==> run_1/pins.png <==
Scale bar: 20 um. Pins as bars across the die edge, other pins in grey.
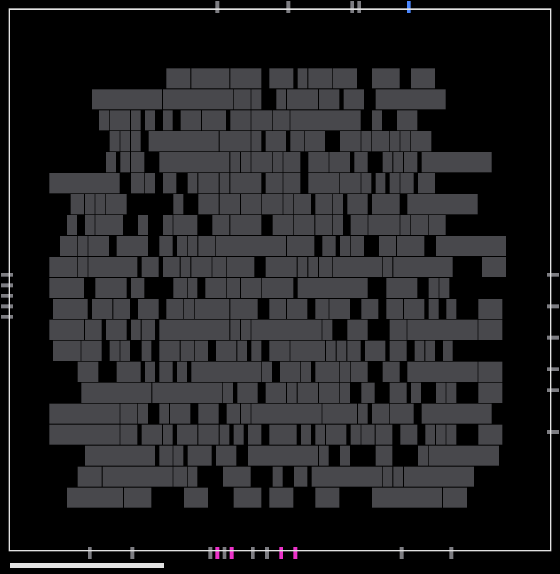
==> run_1/final_clocks.png <==
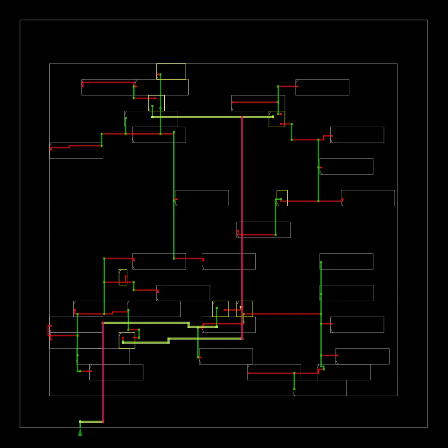
==> run_1/met1.png <==
Scale bar: 20 um.
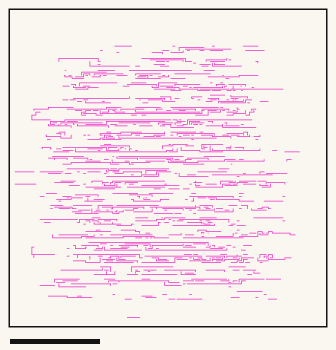
==> run_1/clock_map.png <==
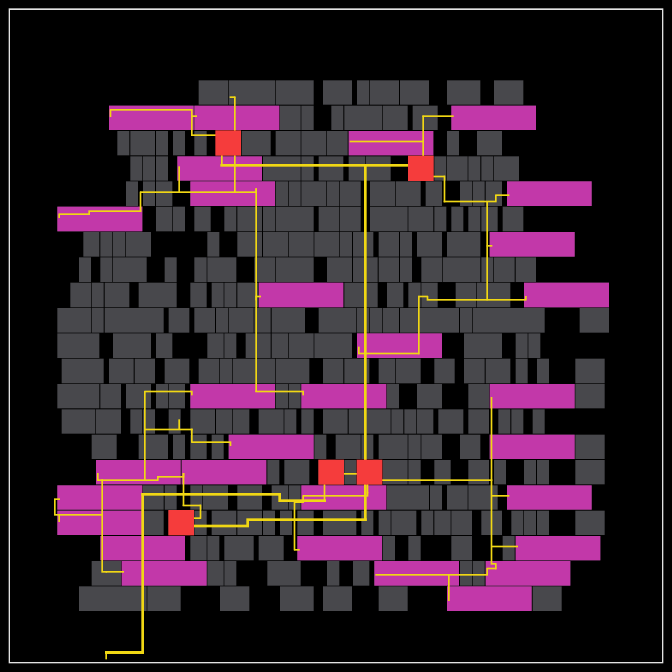
--- config.mk ---
export PLATFORM = sky130hd
export DESIGN_NAME = calc_ctrl
export DESIGN_NICKNAME = d
export VERILOG_FILES = /design/src/rtl/calc_ctrl.sv
export SDC_FILE = /design/constraint.sdc
export NUM_CORES = 1
export LEC_CHECK = 0
export ABC_AREA = 1
export CORE_MARGIN = 5
export CORE_UTILIZATION = 49
export CTS_CLUSTER_SIZE = 30
export DETAILED_ROUTE_END_ITERATION = 16
export PLACE_DENSITY = 0.81
export SLEW_MARGIN = 40
export SYNTH_ARGS = -nofsm -noshare
export SYNTH_HDL_FRONTEND = slang
export SYNTH_SLANG_ARGS = --single-unit
--- constraint.sdc ---
create_clock -name clk -period 1.4 [get_ports clk]
set_input_delay 0.28 -clock clk [delete_from_list [all_inputs] [get_ports clk]]
set_output_delay 0.28 -clock clk [all_outputs]
set_load 0.01 [all_outputs]
--- src/rtl/calc_ctrl.sv ---
// -----------------------------------------------------------------------------
// calc_ctrl
//
// Key-entry sequencer for a one-digit BCD add/subtract calculator. It collects
// operand A, an operator and operand B from a keypad strobe. It then runs the
// external combinational one-digit BCD adder for the passes the operation
// needs. Finally it holds the signed result for the display.
//
// Subtraction uses the nines' complement:
//   pass 1 : A + (9 - B)
//   pass 2 : end-around +1
//   pass 3 : re-complement, only when the result is negative
//
// Ports
//   clk         in   system clock, all state changes on the rising edge
//   rst_n       in   asynchronous active-low reset
//   key_valid   in   one-cycle key strobe
//   key[3:0]    in   key code (0-9 digit, A plus, B minus, C equals, D clear)
//   add_x[3:0]  out  registered X operand to the BCD adder
//   add_y[3:0]  out  registered Y operand to the BCD adder
//   add_s[3:0]  in   BCD sum digit from the adder
//   add_carry   in   decimal carry from the adder
//   disp[3:0]   out  displayed BCD digit
//   disp_carry  out  tens digit of an addition result
//   disp_neg    out  result of a subtraction is negative
//   busy        out  adder passes in progress
//   res_valid   out  one-cycle pulse when a result is loaded into disp
// -----------------------------------------------------------------------------
module calc_ctrl (
   input  logic       clk,
   input  logic       rst_n,
   input  logic       key_valid,
   input  logic [3:0] key,
   output logic [3:0] add_x,
   output logic [3:0] add_y,
   input  logic [3:0] add_s,
   input  logic       add_carry,
   output logic [3:0] disp,
   output logic       disp_carry,
   output logic       disp_neg,
   output logic       busy,
   output logic       res_valid
);

   typedef enum logic [2:0] {
      IDLE   = 3'd0,
      GOT_A  = 3'd1,
      GOT_OP = 3'd2,
      GOT_B  = 3'd3,
      P1     = 3'd4,
      P2     = 3'd5,
      P3     = 3'd6,
      DONE   = 3'd7
   } state_t;

   state_t     state_reg, state_next;
   logic [3:0] a_reg, a_next;
   logic [3:0] b_reg, b_next;
   logic       op_reg, op_next;          // 0 add, 1 subtract
   logic [3:0] t_reg, t_next;            // result of the previous pass
   logic       c1_reg, c1_next;          // carry out of pass 1
   logic       p1_settle_reg, p1_settle_next;
   logic [3:0] add_x_reg, add_x_next;
   logic [3:0] add_y_reg, add_y_next;
   logic [3:0] disp_reg, disp_next;
   logic       disp_carry_reg, disp_carry_next;
   logic       disp_neg_reg, disp_neg_next;
   logic       busy_reg, busy_next;
   logic       res_valid_reg, res_valid_next;

   logic       key_digit;
   logic       key_op;
   logic       key_equals;
   logic       key_clear;

   // Key decode; 0xE/0xF fall into none of these classes and are ignored.
   assign key_digit  = key_valid && (key <= 4'd9);
   assign key_op     = key_valid && ((key == 4'hA) || (key == 4'hB));
   assign key_equals = key_valid && (key == 4'hC);
   assign key_clear  = key_valid && (key == 4'hD);

   function automatic logic [3:0] nines(input logic [3:0] v);
      return 4'd9 - v;
   endfunction

   always_comb begin
      state_next      = state_reg;
      a_next          = a_reg;
      b_next          = b_reg;
      op_next         = op_reg;
      t_next          = t_reg;
      c1_next         = c1_reg;
      p1_settle_next  = p1_settle_reg;
      add_x_next      = add_x_reg;
      add_y_next      = add_y_reg;
      disp_next       = disp_reg;
      disp_carry_next = disp_carry_reg;
      disp_neg_next   = disp_neg_reg;
      res_valid_next  = 1'b0;

      if (key_clear) begin
         // Clear wins in every state and silently drops any pending result.
         state_next      = IDLE;
         p1_settle_next  = 1'b0;
         add_x_next      = 4'd0;
         add_y_next      = 4'd0;
         disp_next       = 4'd0;
         disp_carry_next = 1'b0;
         disp_neg_next   = 1'b0;
      end else begin
         case (state_reg)
            IDLE: begin
               if (key_digit) begin
                  a_next     = key;
                  disp_next  = key;
                  state_next = GOT_A;
               end
            end
            GOT_A: begin
               if (key_digit) begin
                  a_next    = key;
                  disp_next = key;
               end else if (key_op) begin
                  op_next    = (key == 4'hB);
                  state_next = GOT_OP;
               end
            end
            GOT_OP: begin
               if (key_digit) begin
                  b_next     = key;
                  disp_next  = key;
                  state_next = GOT_B;
               end else if (key_op) begin
                  op_next = (key == 4'hB);
               end
            end
            GOT_B: begin
               if (key_digit) begin
                  b_next    = key;
                  disp_next = key;
               end else if (key_equals) begin
                  add_x_next     = a_reg;
                  add_y_next     = op_reg ? nines(b_reg) : b_reg;
                  p1_settle_next = 1'b1;
                  state_next     = P1;
               end
            end
            P1: begin
               // The first pass spends one extra cycle with fresh operands
               // before the adder output is captured.
               if (p1_settle_reg) begin
                  p1_settle_next = 1'b0;
               end else if (!op_reg) begin
                  disp_next       = add_s;
                  disp_carry_next = add_carry;
                  disp_neg_next   = 1'b0;
                  res_valid_next  = 1'b1;
                  state_next      = DONE;
               end else begin
                  t_next     = add_s;
                  c1_next    = add_carry;
                  add_x_next = add_s;
                  add_y_next = 4'd1;
                  state_next = P2;
               end
            end
            P2: begin
               if (c1_reg || add_carry) begin
                  disp_next       = add_s;
                  disp_carry_next = 1'b0;
                  disp_neg_next   = 1'b0;
                  res_valid_next  = 1'b1;
                  state_next      = DONE;
               end else begin
                  // No carry anywhere: the magnitude is the nines' complement
                  // of this pass plus one.
                  t_next     = add_s;
                  add_x_next = nines(add_s);
                  add_y_next = 4'd1;
                  state_next = P3;
               end
            end
            P3: begin
               disp_next       = add_s;
               disp_carry_next = 1'b0;
               disp_neg_next   = 1'b1;
               res_valid_next  = 1'b1;
               state_next      = DONE;
            end
            DONE: begin
               if (key_digit) begin
                  a_next          = key;
                  disp_next       = key;
                  disp_carry_next = 1'b0;
                  disp_neg_next   = 1'b0;
                  state_next      = GOT_A;
               end
            end
            default: begin
               state_next = IDLE;
            end
         endcase
      end

      busy_next = (state_next == P1) || (state_next == P2) || (state_next == P3);
   end

   always_ff @(posedge clk or negedge rst_n) begin
      if (!rst_n) begin
         state_reg      <= IDLE;
         a_reg          <= 4'd0;
         b_reg          <= 4'd0;
         op_reg         <= 1'b0;
         t_reg          <= 4'd0;
         c1_reg         <= 1'b0;
         p1_settle_reg  <= 1'b0;
         add_x_reg      <= 4'd0;
         add_y_reg      <= 4'd0;
         disp_reg       <= 4'd0;
         disp_carry_reg <= 1'b0;
         disp_neg_reg   <= 1'b0;
         busy_reg       <= 1'b0;
         res_valid_reg  <= 1'b0;
      end else begin
         state_reg      <= state_next;
         a_reg          <= a_next;
         b_reg          <= b_next;
         op_reg         <= op_next;
         t_reg          <= t_next;
         c1_reg         <= c1_next;
         p1_settle_reg  <= p1_settle_next;
         add_x_reg      <= add_x_next;
         add_y_reg      <= add_y_next;
         disp_reg       <= disp_next;
         disp_carry_reg <= disp_carry_next;
         disp_neg_reg   <= disp_neg_next;
         busy_reg       <= busy_next;
         res_valid_reg  <= res_valid_next;
      end
   end

   assign add_x      = add_x_reg;
   assign add_y      = add_y_reg;
   assign disp       = disp_reg;
   assign disp_carry = disp_carry_reg;
   assign disp_neg   = disp_neg_reg;
   assign busy       = busy_reg;
   assign res_valid  = res_valid_reg;

endmodule

==> run notes, run 1 <==
- **setup violation total in the final timing report** 1
- **Arrival @ worst endpoint** 1.70 ns
- **RR Startpoint** state_reg[1]
- **library cells used by synthesis** 25
- **highest clock rate** 691 MHz
- **cells after synthesis** 230
- **worst slew pin tran** 0.363 ns
- **crit path max fanout** 3
- **maxcap violations** 0
- **sw frac** 0.425
- **core box area** 3420 um^2
- **standby leakage power** 0.00138 uW
- **part of the total power dissipated in the clock network** 0.124
- **highest ir drop seen on vdd** 1090 uV
- **Worst Setup Slack, final** -0.0482 ns
- **crit end category** flop
- **violated checks** setup timing
- **Post-Layout Inst Area** 2570 um^2
- **path depth of the worst reg2reg path** 8
- **power consumed by combinational cells** 2490 uW
- **RSZ-0062 raised after global routing** yes
- **remaining number of nets flagged by the antenna check after routing** 0
- **number of clock buffers inserted by TritonCTS** 5
- **kind of path behind the tightest hold check** input pin to asynchronous set/reset pin
- **diodes inserted** 0
- **clock-pin slew reported for the worst setup and hold paths after clock tree synthesis** 0.10 ns
- **global routing usage on met2** 0.312
- **antenna violations before repair** 0
- **post-route fraction of the period consumed by the critical path** 1.03
- **routed wire length on met2** 2390 um
- **final hold viol count** 0
- **most frequently placed logic cell in the final layout** sky130_fd_sc_hd__nand2_1
- **post-synthesis compound-gate area fraction** 0.116
- **commonest non-fill, non-tap cells in the layout** 61 x sky130_fd_sc_hd__nand2_1, 39 x sky130_fd_sc_hd__buf_4, 30 x sky130_fd_sc_hd__dfrtp_1, 25 x sky130_fd_sc_hd__inv_1, 16 x sky130_fd_sc_hd__dlygate4sd2_1
- **clock insertion delay at the later pin of the skew report** 0.34 ns
- **Init Core Util** 0.518
- **number of gates given a new drive strength after cts** 21
- **initial DRC count** 107
- **average wire length per cell after detail routing** 14.0 um
- **sequential fraction of design power** 0.322
- **CTS tree** done
- **number of port buffers** 27
- **sequential power** 1450 uW
- **Die Y-Extent** 70.1 um
- **top-level I/O count** 28
- **highest metal layer used by the detailed router** met4
- **capture point of the worst reg-to-reg path** busy
- **critical path launch point type** flop
- **wire length of the first global-routing pass** 7470 um
- **status** finished with violations
- **share of post-route cells with drive strength above 1** 0.324
- **portion of netlist area occupied by mux cells** 0
## Picture notes: pins.png
[blue] `res_valid` | pins: 1 | direction: output | edge: top
[magenta] `disp` | pins: 4 | direction: output | edge: bottom

## Picture notes: final_clocks.png
post-route clock skew: 0.00710 ns
clock network power consumption: 560 uW
final sequential cell count: 30

## Picture notes: met1.png
longest straight run: 26.4 um
wire length on this layer: 2160 um
main direction: horizontal
drt total wl: 4930 um
total vias in the final route: 1832
GRT met1 Usage: 0.239

## Picture notes: clock_map.png
[red] cells driving clock nets | count: 5
[magenta] flip-flops | count: 30
[yellow] clock wires | length: 412 um
flops lie: all over the die

-- run 1: kinds of logic after synthesis --
group / after synthesis
flops: 30
buf+inv: 34
simple gates: 128
fa+ha+maj: 2
xor+xnor: 1
compound gates: 35
-- run 1: worst max-delay path, stage by stage (launching register included) --
cell	delay [ns]
sky130_fd_sc_hd__dfrtp_1	0.44
sky130_fd_sc_hd__buf_6	0.15
sky130_fd_sc_hd__nor2_2	0.12
sky130_fd_sc_hd__buf_4	0.13
sky130_fd_sc_hd__nand4_1	0.14
sky130_fd_sc_hd__nand4_1	0.19
sky130_fd_sc_hd__nand3_1	0.09
sky130_fd_sc_hd__nand2_1	0.06
sky130_fd_sc_hd__inv_1	0.03
-- run 1: per-stage QoR --
step / hold slack [ns] / TNS, ns
2_1_floorplan: -0.0156 / 0
3_3_place_gp: 0.453 / -7.84
3_5_place_dp: 0.458 / -9.12
4_1_cts: 0.305 / 0
5_1_grt: 0.305 / -1.14
6_report: 0.297 / -0.0482
-- run 1: synth_stat cells (all sizes together) --
master | number | share of area
nand3 | 14 | 0.054
nor2 | 18 | 0.055
or2 | 2 | 0.0071
inv | 30 | 0.064
dfrtp | 30 | 0.42
a21oi | 5 | 0.014
ha | 2 | 0.014
nand4 | 14 | 0.058
and2 | 1 | 0.0035
o21bai | 1 | 0.0042
o21ai | 20 | 0.057
o211ai | 8 | 0.037
buf | 4 | 0.021
xor2 | 1 | 0.0050
nand2 | 79 | 0.18
a211oi | 1 | 0.0042
-- run 1: cell type report --
class | instances | area (um^2)
Multi-Input combinational cell | 167 | 976
Fill cell | 254 | 841
Sequential cell | 30 | 751
Timing Repair Buffer | 71 | 616
Inverter | 30 | 115
Tap cell | 46 | 57.6
Clock buffer | 7 | 55.1
Clock inverter | 1 | 5.00
--- run 2 (diff from run 1) ---
--- a/config.mk
+++ b/config.mk
@@ -11,6 +11,7 @@
 export CTS_CLUSTER_SIZE = 30
 export DETAILED_ROUTE_END_ITERATION = 16
 export PLACE_DENSITY = 0.81
+export SKIP_LAST_GASP = 1
 export SLEW_MARGIN = 40
 export SYNTH_ARGS = -nofsm -noshare
 export SYNTH_HDL_FRONTEND = slang
==> run_2/wire_density.png <==
Scale bar: 20 um. The die is cut into 14 by 14 equal tiles; dark blue is low, red is high, scaled to the fullest tile. Values are wire area over tile area, all layers added.
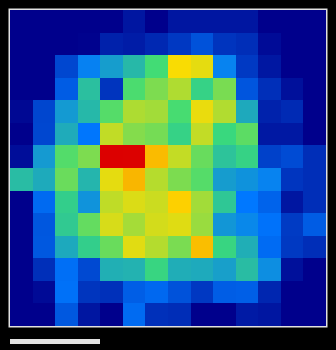
tiles over half the peak: 24%
mean over tiles: 0.16
densest ninth of the die: centre
average wire length per cell after detail routing: 13.8 um
total routing resource utilization after global routing: 0.189
drt total wl: 4850 um
total vias in the final route: 1811

==> run 2 against run 1 <==
The flow still finishes with violations (setup timing). Largest cell class unchanged. Hold slack gained 0.0036 ns. Fmax shrank 2.3%. Flip-flop count is the same.
==> run notes, run 2 <==
- **status** finished with violations
- **violated checks** setup timing
- **highest clock rate** 675 MHz
- **clock-pin slew reported for the worst setup and hold paths after clock tree synthesis** 0.10 ns
- **placer's final routability congestion estimate** 0.895
- **final hold viol count** 0
- **top_reg_cell synth** sky130_fd_sc_hd__dfrtp_1
- **Clock Tree Buf Depth** 2
- **Critical Path Stages** 8
- **post-route clock skew** 0.00561 ns
- **Die Y-Extent** 70.1 um
- **highest ir drop seen on vdd** 1020 uV
- **cell-by-cell listing of the critical path** buf_6, nor2_1, buf_4, nand4_1, nand4_1, nand3_1, nand2_1, inv_1
- **crit path max fanout** 3
- **maximum cell stage delay along the critical path** 0.44 ns
- **standby leakage power** 0.00137 uW
- **post-synthesis async set-or-reset flop share** 1.00
- **wire length of the first global-routing pass** 7470 um
- **dpl hpwl** 3400 um
- **critical path class** flop to flop
- **number of max-slew violations in the final report** 0
- **share of post-route cells with drive strength above 1** 0.289
- **via density per instance** 5.16
- **number of port buffers** 27
- **Worst Setup Slack, final** -0.0816 ns
- **worst slew pin tran** 0.370 ns
- **post-synth top area cell** sky130_fd_sc_hd__dfrtp_1
- **average size of a mapped cell** 7.69 um^2
- **Arrival @ worst endpoint** 1.73 ns
- **part of the total power dissipated in the clock network** 0.127
- **top cells by count** 72 x sky130_fd_sc_hd__nand2_1, 30 x sky130_fd_sc_hd__dfrtp_1, 26 x sky130_fd_sc_hd__inv_1, 17 x sky130_fd_sc_hd__o21ai_0, 13 x sky130_fd_sc_hd__nand4_1
- **library cells used by synthesis** 25
- **Init Core Util** 0.518
- **path depth of the worst reg2reg path** 8
- **cells after synthesis** 230
- **sw frac** 0.423
- **net count after synthesis** 244
- **core box area** 3420 um^2
- **final hold slack** 0.301 ns
- **number of buffers and inverters on the critical path** 3
- **antenna violations before repair** 0
- **most frequently placed logic cell in the final layout** sky130_fd_sc_hd__nand2_1
- **family of cells with the greatest summed delay on the critical path** simple AND/OR/NAND/NOR gates
- **diodes inserted** 0
- **count of library flops with an enable pin** 0
- **worst path required time** 1.65 ns
- **RSZ-0062 raised after global routing** yes
- **post-route fraction of the period consumed by the critical path** 1.06
- **sequential fraction of design power** 0.325
- **number of DRC violations after detailed routing** 0
- **top-level I/O count** 28
- **CTS tree** done
- **clock insertion delay at the later pin of the skew report** 0.34 ns
- **maximum number of pins on one net before global-route repair** 31
- **crit end category** flop
- **row count** 21
- **commonest non-fill, non-tap cells in the layout** 67 x sky130_fd_sc_hd__nand2_1, 39 x sky130_fd_sc_hd__buf_4, 30 x sky130_fd_sc_hd__dfrtp_1, 25 x sky130_fd_sc_hd__inv_1, 16 x sky130_fd_sc_hd__dlygate4sd2_1
- **area growth from synthesis to final layout** 43.4%
- **maxcap violations** 0
- **Place WS** -0.374 ns
- **dominant cells by area after synthesis** sky130_fd_sc_hd__dfrtp_1 42%, sky130_fd_sc_hd__nand2_1 15%, sky130_fd_sc_hd__inv_1 5.5%
- **remaining number of nets flagged by the antenna check after routing** 0
- **Final Core Density** 0.742
- **critical path launch point type** flop
- **slowest stage cell on the critical path** sky130_fd_sc_hd__dfrtp_1
- **kind of path behind the tightest hold check** input pin to asynchronous set/reset pin
- **setup violation total in the final timing report** 5
- **number of warnings in the stage logs** 28
- **internal power contribution** 2550 uW
- **most instantiated library cell after synthesis** sky130_fd_sc_hd__nand2_1
- **number of global-route vias before repair** 1649
- **Yosys chip area** 1770 um^2
- **initial DRC count** 81
- **share of the synthesized area in the top cell type** 0.425
- **CTS H-tree lvls** 2
- **CP most frequent cell** sky130_fd_sc_hd__nand4_1
==> run_2/final_clocks.png <==
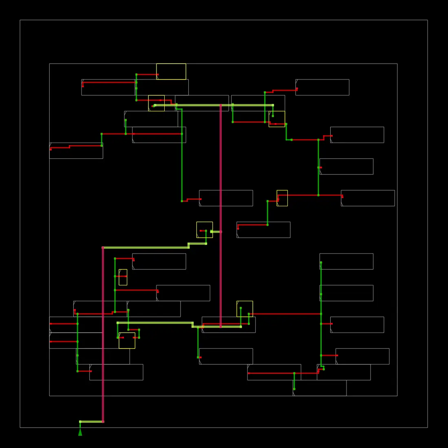
number of sinks on the clock net: 30
number of clock buffers inserted by TritonCTS: 5

run 2: cell counts after synthesis:
No cell type changed its count.
run 2: cell families after synthesis:
family	after synthesis	synth area share
xor gates and xnor gates	1	0.00495
DFF	30	0.425
AOI/OAI and AO/OA	35	0.116
and+or+nand+nor	128	0.355
adders and majority gates	2	0.0142
buffers and inverters	34	0.0849
run 2: worst paths after layout:
path | start | to
max reg2reg | state_reg[1] | busy
min reg2reg | add_x[3] | add_x[3]
max in group asynchronous | rst_n | add_x[3]
max | state_reg[1] | busy
min | rst_n | op_reg
min in group clk | key[2] | b_reg[2]
run 2: cell type report:
| cell class | instances | area, um^2 |
|---|---|---|
| clock inverter | 1 | 5.00 |
| sequential | 30 | 751 |
| multi-input combinational | 167 | 947 |
| inverter | 30 | 115 |
| fill | 270 | 881 |
| timing repair buffer | 70 | 604 |
| tap | 46 | 57.6 |
| clock buffer | 7 | 55.1 |
run 2: power by group through the flow:
stage	combinational, uW	sequential, uW	clock, uW
floorplan	1250	1500	0
global placement	2200	1430	0
detailed placement	2250	1450	0
CTS	2170	1420	566
global route	2720	1490	596
finish	2420	1440	560
run 2: repair_timing:
action | CTS | global route
setup buffers | 1 | 8
resized | 20 | 26
pin swaps | 2 | 11
endpoints found under the hold margin | 0 | 0
endpoints found under the setup margin | 29 | 28
cloned | 0 | 1
run 2: routing by layer:
metal  up-vias  track usage  wire length, um
met3         5       0.0387              290
li1        903            -                -
met5         -            0                0
met1       849        0.239             2090
met2        54        0.312             2400
met4         0       0.0787               68
run 2: per-stage QoR:
stage               setup TNS, ns  cell area [um^2]  cells
floorplan                       0              1770    230
global placement            -7.84              2330    333
detailed placement          -9.12              2330    333
CTS                       -0.0125              2390    342
global route                -1.18              2530    351
finish                     -0.123              2530    351
--- run 3 (diff from run 2) ---
--- a/config.mk
+++ b/config.mk
@@ -8,6 +8,7 @@
 export ABC_AREA = 1
 export CORE_MARGIN = 5
 export CORE_UTILIZATION = 49
+export CTS_BUF_LIST = sky130_fd_sc_hd__clkbuf_2
 export CTS_CLUSTER_SIZE = 30
 export DETAILED_ROUTE_END_ITERATION = 16
 export PLACE_DENSITY = 0.81
==> run_3/final_clocks.png <==
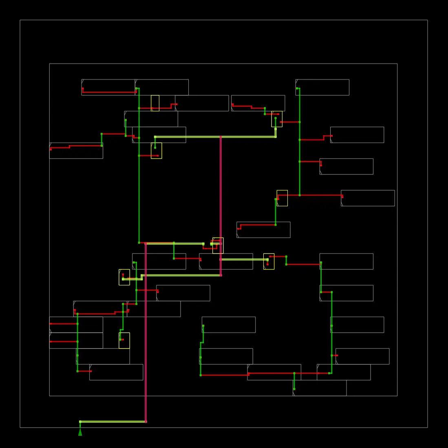
post-route clock skew: 0.0167 ns
clock network power consumption: 429 uW
clock insertion delay at the later pin of the skew report: 0.37 ns

==> run 3 against run 2 <==
The run still ends with setup timing left. Flip-flop count unchanged. Wire length is 5.6% lower. Count of clock-buffer cells in the layout decreased by 1. Critical endpoint is now add_x[0]. Total power shrank 3.3%. Core utilization is 0.95 points lower.
==> run notes, run 3 <==
- **average size of a mapped cell** 7.69 um^2
- **Yosys chip area** 1770 um^2
- **antenna violations before repair** 0
- **post-synthesis async set-or-reset flop share** 1.00
- **Fin Setup TNS** -0.0369 ns
- **share of post-route cells with drive strength above 1** 0.289
- **worst slew pin tran** 0.241 ns
- **initial DRC count** 106
- **maxcap violations** 0
- **Logic area** 936 um^2
- **placer's final routability congestion estimate** 0.895
- **post-route fraction of the period consumed by the critical path** 1.02
- **library cells used by synthesis** 25
- **crit path max fanout** 3
- **most frequently placed logic cell in the final layout** sky130_fd_sc_hd__nand2_1
- **remaining number of nets flagged by the antenna check after routing** 0
- **dominant cells by area after synthesis** sky130_fd_sc_hd__dfrtp_1 42%, sky130_fd_sc_hd__nand2_1 15%, sky130_fd_sc_hd__inv_1 5.5%
- **Critical Path Stages** 7
- **area growth from synthesis to final layout** 41.5%
- **top-level I/O count** 28
- **diodes inserted** 0
- **critical path launch point type** flop
- **Place WS** -0.374 ns
- **Synth Cell Area** 1770 um^2
- **count of library flops with an enable pin** 0
- **number of DRC violations after detailed routing** 0
- **Clock Tree Buf Depth** 2
- **top_reg_cell synth** sky130_fd_sc_hd__dfrtp_1
- **dpl hpwl** 3400 um
- **via density per instance** 4.99
- **maximum number of pins on one net before global-route repair** 31
- **number of clock buffers inserted by TritonCTS** 5
- **cell total after placement** 333
- **slowest stage cell on the critical path** sky130_fd_sc_hd__dfrtp_1
- **Arrival @ worst endpoint** 1.75 ns
- **commonest non-fill, non-tap cells in the layout** 66 x sky130_fd_sc_hd__nand2_1, 40 x sky130_fd_sc_hd__buf_4, 30 x sky130_fd_sc_hd__dfrtp_1, 25 x sky130_fd_sc_hd__inv_1, 16 x sky130_fd_sc_hd__dlygate4sd2_1
- **Die Y-Extent** 70.1 um
- **kind of path behind the tightest hold check** input pin to asynchronous set/reset pin
- **Worst Setup Slack, final** -0.0304 ns
- **RR Startpoint** state_reg[1]
- **final hold viol count** 0
- **wire length of the first global-routing pass** 7460 um
- **cells after synthesis** 230
- **clock-pin slew reported for the worst setup and hold paths after clock tree synthesis** 0.17 ns
- **setup violation total in the final timing report** 2
- **highest ir drop seen on vdd** 932 uV
- **fillcell total** 279
- **number of max-slew violations in the final report** 0
- **status** finished with violations
- **worst path required time** 1.72 ns
- **maximum cell stage delay along the critical path** 0.45 ns
- **core box area** 3420 um^2
- **violated checks** setup timing
- **number of global-route vias before repair** 1664
- **RSZ-0062 raised after global routing** yes
- **number of sinks on the clock net** 30
- **path depth of the worst reg2reg path** 7
- **crit end category** flop
- **CP most frequent cell** sky130_fd_sc_hd__nand2_1
- **CTS tree** done
- **number of warnings in the stage logs** 28
- **capture point of the worst reg-to-reg path** add_x[0]
- **most instantiated library cell after synthesis** sky130_fd_sc_hd__nand2_1
- **highest clock rate** 699 MHz
- **Init Core Util** 0.518
- **launch point of the worst path** state_reg[1]
- **number of nets in the final layout** 318
- **post-synth top area cell** sky130_fd_sc_hd__dfrtp_1
- **top cells by count** 72 x sky130_fd_sc_hd__nand2_1, 30 x sky130_fd_sc_hd__dfrtp_1, 26 x sky130_fd_sc_hd__inv_1, 17 x sky130_fd_sc_hd__o21ai_0, 13 x sky130_fd_sc_hd__nand4_1
- **cell-by-cell listing of the critical path** buf_6, nor2_2, nand2_1, buf_4, o211ai_1, nand4_1, nand2_1
- **final hold slack** 0.244 ns
- **share of the synthesized area in the top cell type** 0.425
- **critical path endpoint** add_x[0]
- **Register Area** 751 um^2
- **number of port buffers** 27
- **tally of non-filler cells in the final layout** 351
==> run_3/wire_density.png <==
Scale bar: 20 um. The die is cut into 14 by 14 equal tiles; dark blue is low, red is high, scaled to the fullest tile. Values are wire area over tile area, all layers added.
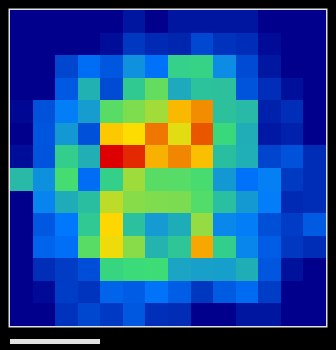
mean over tiles: 0.15
tiles over half the peak: 17%
fullest tile: 0.58
densest ninth of the die: centre
nearly empty tiles: 20%
total vias in the final route: 1751
drt total wl: 4580 um
total routing resource utilization after global routing: 0.187
average wire length per cell after detail routing: 13.0 um

-- run 3: netlist changes by cell type in the layout (fill, tap and decap cells not counted), sizes merged --
cell and delta:
clkdlybuf4s50 +3, dlymetal6s2s -3, buf +1, nand3 -1, clkinv +1, clkbuf -1
-- run 3: layer usage --
layer,vias to the layer above,global-route usage,share of wire
met4,0,0.0787,0.019
li1,898,-,-
met3,9,0.0301,0.055
met5,-,0,0
met1,790,0.237,0.43
met2,54,0.316,0.49
-- run 3: repair_timing --
| action | in CTS | in global routing |
|---|---|---|
| gates cloned | 0 | 0 |
| gates resized | 18 | 25 |
| setup buffers | 3 | 7 |
| setup endpoints to repair | 30 | 23 |
| pin swaps | 1 | 7 |
-- run 3: through the flow --
| step | area (um^2) | utilization |
|---|---|---|
| 4_1_cts | 2370 | 0.695 |
| 6_report | 2500 | 0.733 |
| 3_5_place_dp | 2330 | 0.681 |
| 2_1_floorplan | 1770 | - |
| 3_3_place_gp | 2330 | 0.681 |
| 5_1_grt | 2500 | 0.733 |
-- run 3: layout make-up --
cell class	instances	area share
multi-input combinational	166	0.374
sequential	30	0.300
timing repair buffer	71	0.242
inverter	30	0.0460
tap	46	0.0230
clock buffer	6	0.0120
clock inverter	2	0.00350
-- run 3: cells by family (layout without fill, tap and decap cells) --
family,Yosys count,after routing,share of synthesized area
AND-OR/OR-AND,35,35,0.116
XOR/XNOR,1,1,0.00495
adder cells (fa/ha/maj),2,2,0.0142
buffers and inverters,34,109,0.0849
flip-flops,30,30,0.425
AND/OR/NAND/NOR,128,128,0.355
-- run 3: power by group --
group	switching, uW	internal (uW)	total (uW)
Sequential	219	1210	1430
Combinational	1320	1100	2420
Clock	306	123	429
Power and IR drop assume default switching activity.
